run_1/congestion_map.png
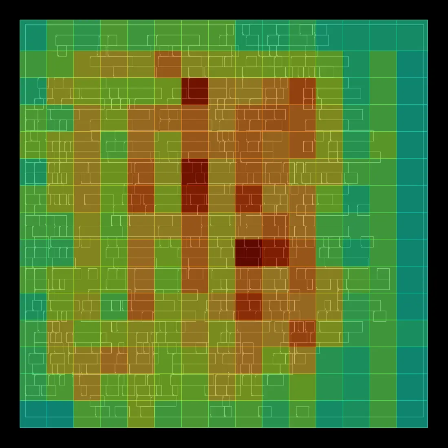
run_1/layers.png
The bar under the picture is 20 µm long.
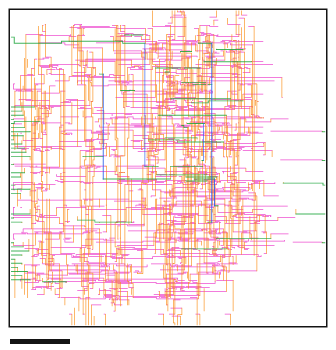
run_1/route_heat.png
The bar under the picture is 20 µm long. The die is cut into 21 by 21 equal tiles; dark blue is low, red is high, scaled to the fullest tile. Values are wire area over tile area, all layers added.
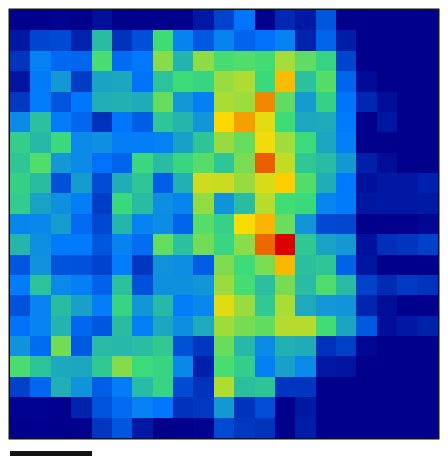
**src/rtl/core_pkg.sv**
```systemverilog
// Shared constants and the write-back bundle type used by the EX/WB and decode stages.
package core_pkg;

    localparam int DATA_W = 8;
    localparam int REG_AW = 3;
    localparam logic [REG_AW-1:0] REG_ZERO = '0;

    typedef struct packed {
        logic [DATA_W-1:0] result;
        logic [REG_AW-1:0] rd;
        logic              we;
    } wb_bundle;

endpackage

```
**src/rtl/reg_file.sv**
```systemverilog
// Register file: two combinational read ports with write-through bypass, one
// synchronous write port, entry 0 hardwired to zero, reset clears every entry.
module reg_file
    import core_pkg::*;
#(
    parameter int DATA_W_P = core_pkg::DATA_W,
    parameter int REG_AW_P = core_pkg::REG_AW
) (
    input  logic                clk,
    input  logic                reset,
    input  logic                we,
    input  logic [REG_AW_P-1:0] wr_addr,
    input  logic [DATA_W_P-1:0] wr_data,
    input  logic [REG_AW_P-1:0] rd_addr_a,
    input  logic [REG_AW_P-1:0] rd_addr_b,
    output logic [DATA_W_P-1:0] rd_data_a,
    output logic [DATA_W_P-1:0] rd_data_b
);

    localparam int DEPTH = 2 ** REG_AW_P;

    logic [DATA_W_P-1:0] mem_reg [DEPTH];
    logic                write_en;
    logic [REG_AW_P-1:0] rd_addr [2];
    logic [DATA_W_P-1:0] rd_data [2];

    assign write_en = we && (wr_addr != REG_AW_P'(0));

    always_ff @(posedge clk) begin
        if (reset) begin
            for (int i = 0; i < DEPTH; i++) begin
                mem_reg[i] <= '0;
            end
        end else if (write_en) begin
            mem_reg[wr_addr] <= wr_data;
        end
    end

    assign rd_addr[0] = rd_addr_a;
    assign rd_addr[1] = rd_addr_b;

    // Each read port returns the word being written this cycle, so a consumer
    // never observes stale data for a register that is in the middle of a commit.
    generate
        for (genvar gi = 0; gi < 2; gi++) begin : g_rd_port
            always_comb begin
                rd_data[gi] = mem_reg[rd_addr[gi]];
                if (rd_addr[gi] == REG_AW_P'(0)) begin
                    rd_data[gi] = '0;
                end else if (write_en && (rd_addr[gi] == wr_addr)) begin
                    rd_data[gi] = wr_data;
                end
            end
        end
    endgenerate

    assign rd_data_a = rd_data[0];
    assign rd_data_b = rd_data[1];

endmodule

```
**src/rtl/ex_wb_stage.sv**
```systemverilog
// EX/WB pipeline register, register-file write port and operand-A forwarding
// back into the execute-stage ALU.
module ex_wb_stage
    import core_pkg::*;
#(
    parameter int DATA_W_P = core_pkg::DATA_W,
    parameter int REG_AW_P = core_pkg::REG_AW
) (
    input  logic                clk,
    input  logic                reset,
    input  logic [DATA_W_P-1:0] ex_result,
    input  logic [REG_AW_P-1:0] ex_rd,
    input  logic                ex_regwrite,
    input  logic [REG_AW_P-1:0] ex_rs1,
    input  logic                stall,
    input  logic                flush,
    input  logic [REG_AW_P-1:0] rd_addr_a,
    input  logic [REG_AW_P-1:0] rd_addr_b,
    output logic [DATA_W_P-1:0] rd_data_a,
    output logic [DATA_W_P-1:0] rd_data_b,
    output logic [DATA_W_P-1:0] wb_result,
    output logic [REG_AW_P-1:0] wb_rd,
    output logic                wb_we,
    output logic                forward_signal,
    output logic [DATA_W_P-1:0] forward_a
);

    logic [DATA_W_P-1:0] wb_result_reg;
    logic [REG_AW_P-1:0] wb_rd_reg;
    logic                wb_we_reg;

    // A bubble only clears the write enable; result and destination are left
    // untouched so the datapath does not toggle needlessly.
    always_ff @(posedge clk) begin
        if (reset) begin
            wb_result_reg <= '0;
            wb_rd_reg     <= '0;
            wb_we_reg     <= 1'b0;
        end else if (flush) begin
            wb_we_reg     <= 1'b0;
        end else if (!stall) begin
            wb_result_reg <= ex_result;
            wb_rd_reg     <= ex_rd;
            wb_we_reg     <= ex_regwrite;
        end
    end

    assign wb_result = wb_result_reg;
    assign wb_rd     = wb_rd_reg;
    assign wb_we     = wb_we_reg;

    reg_file #(
        .DATA_W_P (DATA_W_P),
        .REG_AW_P (REG_AW_P)
    ) u_reg_file (
        .clk       (clk),
        .reset     (reset),
        .we        (wb_we_reg),
        .wr_addr   (wb_rd_reg),
        .wr_data   (wb_result_reg),
        .rd_addr_a (rd_addr_a),
        .rd_addr_b (rd_addr_b),
        .rd_data_a (rd_data_a),
        .rd_data_b (rd_data_b)
    );

    always_comb begin
        forward_signal = wb_we_reg && (wb_rd_reg != REG_AW_P'(REG_ZERO))
                         && (wb_rd_reg == ex_rs1);
        forward_a      = forward_signal ? wb_result_reg : '0;
    end

endmodule

```
**config.mk**
```make
export PLATFORM = sky130hd
export DESIGN_NAME = ex_wb_stage
export DESIGN_NICKNAME = d
export VERILOG_FILES = /design/src/rtl/core_pkg.sv /design/src/rtl/reg_file.sv /design/src/rtl/ex_wb_stage.sv
export SDC_FILE = /design/constraint.sdc
export NUM_CORES = 1
export LEC_CHECK = 0
export CAP_MARGIN = 15
export CORE_UTILIZATION = 39
export DETAILED_ROUTE_END_ITERATION = 8
export SYNTH_ARGS = -nofsm -noshare
export SYNTH_HDL_FRONTEND = slang
export SYNTH_SLANG_ARGS = --single-unit
```
**constraint.sdc**
```tcl
create_clock -name clk -period 4.3 [get_ports clk]
set_input_delay 1.29 -clock clk [delete_from_list [all_inputs] [get_ports clk]]
set_output_delay 1.29 -clock clk [all_outputs]
set_load 0.005 [all_outputs]
```
==> Slide: Implementation Results, run 1 <==
Run Summary

Status
  • Status: finished, final reports clean

Synthesis
  • AND-OR/OR-AND share of the synthesized area: 0.0983
  • Synth unique cells: 44
  • Top-count cell post-synth: and2_1
  • XORs/XNORs by Area: 0.0150
  • Simple share: 0.187
  • Post-synth area hogs: edfxtp_1 (42%), and2_1 (9.9%), mux2i_1 (6.4%), dfxtp_1 (5.9%), mux4_1 (5.1%)
  • Synth Instances: 362
  • Post-synth EDFFs: 57
  • Avg Inst Size Synth: 11.3 µm²
  • Post-synth seq share: 0.476
  • Synth area leader: edfxtp_1

Worst setup path
  • R2R Setup Slk: 2410 ps
  • Worst-path maximum fanout: 8
  • Setup CP Type: in2out
  • Critical Path Start: rd_addr_a[0]
  • FF-to-FF End: u_reg_file.mem_reg[2][2]$_SDFFCE_PN0P_
  • FF-to-FF Start: wb_rd[1]$_SDFFE_PP0P_
  • Data required, critical path: 3010 ps
  • Delay of the slowest cell on the worst path: 450 ps
  • CP Cell Sequence: clkdlybuf4s50_1 -> a21o_1 -> a31oi_1 -> or2_0 -> buf_4 -> mux2i_1 -> buf_2

Final layout
  • # fillers: 955
  • P&R area growth vs syn: 29.0%
  • ANT cells: 0
  • Commonest Layout Cell: and2_1

Global route
  • First-pass GRT wire length: 16.2 mm
  • Initial antenna violation count: 0

CTS
  • H-tree depth: 3
  • # clock sinks: 69

Die
  • Core footprint: 0.0103 mm²
  • Die W: 105 µm
  • Die height: 105 µm
  • Full die area: 0.0109 mm²
  • # IOs: 62
  • Rows: 37
  • Initial Util: 0.399

Flow run
  • Tool warning count: 26

Placement
  • Placer Congestion: 0.871
  • DP Worst Slack: -395 ps
  • Area post-placement: 0.00497 mm²
  • Post-DP HPWL: 7.63 mm

Drt
  • Drt first pass iters: 5
  • DR WL/cell: 17.6 µm
  • Starting DRT DRC Count: 152

Final timing
  • Unrepaired setup endpoints after global routing: no
  • Max Clock Skew: 6.50 ps
  • Total Neg Setup Slack: 0 ps
  • Max Freq: 236 MHz
  • Slew @ Worst Pin: 644 ps
## Picture notes: congestion_map.png
grt peak-use layer: met2
GRT Total Usage: 0.196
GRT met3 Usage: 0.0332
final core utilization: 0.514

## Picture notes: layers.png
| layer | colour | wire length |
|---|---|---|
| M2 | orange | 5070 µm |
| M4 | blue | 156 µm |
| M3 | green | 520 µm |
| M1 | magenta | 4530 µm |

## Picture notes: route_heat.png
tiles over half the peak: 16%
densest ninth of the die: centre
fullest tile: 0.54

## run 1: per-layer routing
layer | up-vias | track usage | routed length [µm]
li1 | 1469 | - | -
met1 | 1488 | 0.250 | 4530
met2 | 103 | 0.334 | 5070
met3 | 12 | 0.0332 | 519
met4 | 0 | 0.0663 | 155
met5 | - | 0 | 0
## run 1: how the worst min path moves through the flow
stage | from | to | depth (start not counted)
after detailed placement | wb_result[1]$_SDFFE_PP0P_ | wb_result[1]$_SDFFE_PP0P_ | 2
after CTS | wb_result[1]$_SDFFE_PP0P_ | wb_result[1]$_SDFFE_PP0P_ | 2
after floorplan | wb_result[0]$_SDFFE_PP0P_ | wb_result[0]$_SDFFE_PP0P_ | 2
after global routing | wb_result[1]$_SDFFE_PP0P_ | wb_result[1]$_SDFFE_PP0P_ | 2
after global placement | wb_result[1]$_SDFFE_PP0P_ | wb_result[1]$_SDFFE_PP0P_ | 2
final | wb_result[1]$_SDFFE_PP0P_ | wb_result[1]$_SDFFE_PP0P_ | 2
## run 1: cell type report
class / count / area (µm²) / area share
clock buffer: 9 / 124 / 0.0234
clock inverter: 7 / 105 / 0.0199
inverter: 2 / 7.51 / 0.00142
multi-input combinational: 258 / 2010 / 0.380
sequential: 69 / 1950 / 0.369
tap: 136 / 170 / 0.0322
timing repair buffer: 102 / 921 / 0.174
## run 1: timing repair
item	in CTS	in global routing
pin swaps	6	3
gates resized	76	2
buffers inserted	11	0
endpoints found under the hold margin	0	0
gates cloned	1	0
endpoints found under the setup margin	25	3
## run 1: where the power goes
| group | switching [mW] | internal [mW] |
|---|---|---|
| Sequential | 0.0296 | 0.744 |
| Clock | 0.273 | 0.336 |
| Combinational | 0.0965 | 0.120 |
| Total | 0.399 | 1.20 |
run_1/ff_map.png
The bar under the picture is 20 µm long. Other sequential cells in the stronger grey, the rest of the logic in the fainter grey.
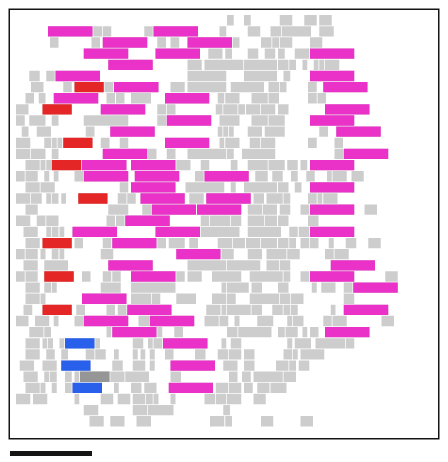

==> run 2, diff against run 1 <==
--- a/config.mk
+++ b/config.mk
@@ -8,6 +8,7 @@
 export CAP_MARGIN = 15
 export CORE_UTILIZATION = 39
 export DETAILED_ROUTE_END_ITERATION = 8
+export REMOVE_ABC_BUFFERS = 1
 export SYNTH_ARGS = -nofsm -noshare
 export SYNTH_HDL_FRONTEND = slang
 export SYNTH_SLANG_ARGS = --single-unit
run_2/ff_map.png
The bar under the picture is 20 µm long. Other sequential cells in the stronger grey, the rest of the logic in the fainter grey.
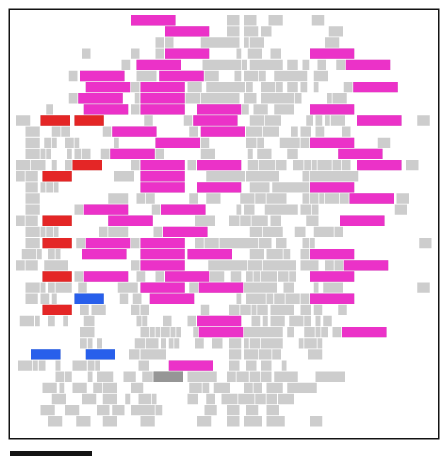
| name in the netlist | colour | sequential cells |
|---|---|---|
| wb_result | red | 8 |
| wb_rd | blue | 3 |
| u_reg_file.mem_reg | magenta | 57 |
not coloured: 1

run_2/route_heat.png
The bar under the picture is 20 µm long. The die is cut into 21 by 21 equal tiles; dark blue is low, red is high, scaled to the fullest tile. Values are wire area over tile area, all layers added.
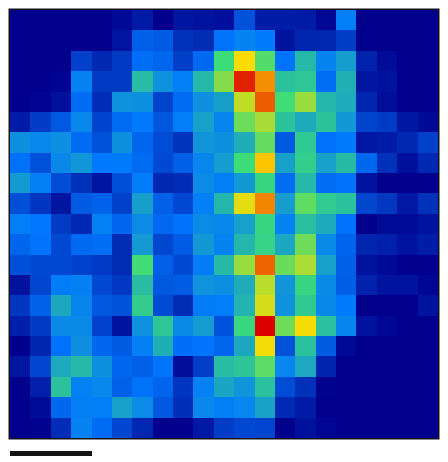
WL final: 10.2 mm
DR WL/cell: 17.6 µm
DR vias: 3013
GRT Total Usage: 0.196

run_2/class_map.png
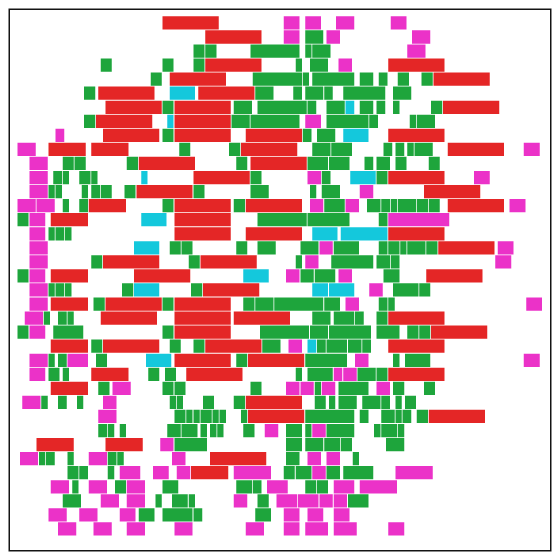
| class | colour | cells | share of their area |
|---|---|---|---|
| clock drivers and dummy loads | cyan | 16 | 3.7% |
| remaining buffers and delay cells | magenta | 101 | 19% |
| sequential cells | red | 69 | 38% |
| remaining logic cells | green | 260 | 39% |

==> Slide: Implementation Results, run 2 <==
Run Summary

Final timing
  • Unrepaired setup endpoints after global routing: no
  • Max Freq: 237 MHz
  • Total Neg Setup Slack: 0 ps

Worst setup path
  • Setup CP Type: in2out
  • Worst-path maximum fanout: 7
  • Data required, critical path: 3010 ps
  • CP Cell Sequence: clkdlybuf4s15_2 -> buf_4 -> mux4_1 -> o21ai_0 -> mux2i_2 -> dlygate4sd2_1

Final layout
  • Final core utilization: 0.513
  • Logic area: 0.00200 mm²
  • Commonest Layout Cell: and2_1
  • Register area: 0.00195 mm²
  • ANT cells: 0
  • P&R area growth vs syn: 28.8%

Drt
  • Starting DRT DRC Count: 162
  • Post-route DRC: 1

Global route
  • Initial antenna violation count: 0
  • First-pass GRT wire length: 16.4 mm

Status
  • Status: complete, but fails checks
  • Violated checks: DRC

Die
  • Initial Util: 0.399
  • Rows: 37
  • Core footprint: 0.0103 mm²
  • # IOs: 62
  • Die height: 105 µm

CTS
  • Post-CTS Setup Inserts: 10
  • Post-CTS resize count: 54
  • # clock sinks: 69

Placement
  • DP Worst Slack: -415 ps
  • Post-DP HPWL: 7.50 mm

Synthesis
  • Avg Inst Size Synth: 11.3 µm²
  • Synth unique cells: 44
  • Synth area leader: edfxtp_1
  • Synth Instances: 362
  • Post-synth area hogs: edfxtp_1 (42%), and2_1 (9.9%), mux2i_1 (6.4%), dfxtp_1 (5.9%), mux4_1 (5.1%)
  • Post-synth EDFFs: 57
  • Post-synth seq share: 0.476

Flow run
  • Tool warning count: 25

Worst hold path
  • Worst hold path depth: 2
-- run 2: path summary, 6_finish.rpt --
| kind | startpoint | endpoint | slack (ps) |
|---|---|---|---|
| worst max-delay path | rd_addr_a[1] | rd_data_a[0] | 80 |
| worst min-delay path | wb_rd[1]$_SDFFE_PP0P_ | wb_rd[1]$_SDFFE_PP0P_ | 550 |
| worst max register to register | wb_rd[0]$_SDFFE_PP0P_ | u_reg_file.mem_reg[1][7]$_SDFFCE_PN0P_ | 2210 |
| worst min register to register | wb_rd[1]$_SDFFE_PP0P_ | wb_rd[1]$_SDFFE_PP0P_ | 550 |
-- run 2: power breakdown --
group / total, mW / switching, mW / leakage, nW / internal [mW]
Combinational: 0.220 / 0.0972 / 1.27 / 0.123
Clock: 0.503 / 0.243 / 0.0985 / 0.260
Sequential: 0.772 / 0.0275 / 0.687 / 0.745
-- run 2: routing by layer --
layer / GRT usage / routed length [µm] / up-vias
li1: - / - / 1471
met1: 0.247 / 4500 / 1417
met2: 0.322 / 4940 / 102
met3: 0.0395 / 520 / 23
met4: 0.0959 / 281 / 0
met5: 0 / 0 / -
-- run 2: cell families (layout without fill, tap and decap cells) --
| group | after synthesis | in the layout | synth area share |
|---|---|---|---|
| simple gates | 142 | 142 | 0.187 |
| flops | 69 | 69 | 0.476 |
| compound gates | 59 | 60 | 0.0983 |
| mux | 48 | 48 | 0.173 |
| buf+inv | 36 | 119 | 0.0504 |
| xor+xnor | 7 | 7 | 0.0150 |
| other cells | 1 | 1 | 0.000915 |
-- run 2: area by class of cell --
type,count,share of cell area
tap,136,0.0323
clock inverter,3,0.00356
sequential,69,0.370
inverter,2,0.00142
clock buffer,13,0.0323
multi-input combinational,258,0.379
timing repair buffer,101,0.182
Power and IR drop assume default switching activity.
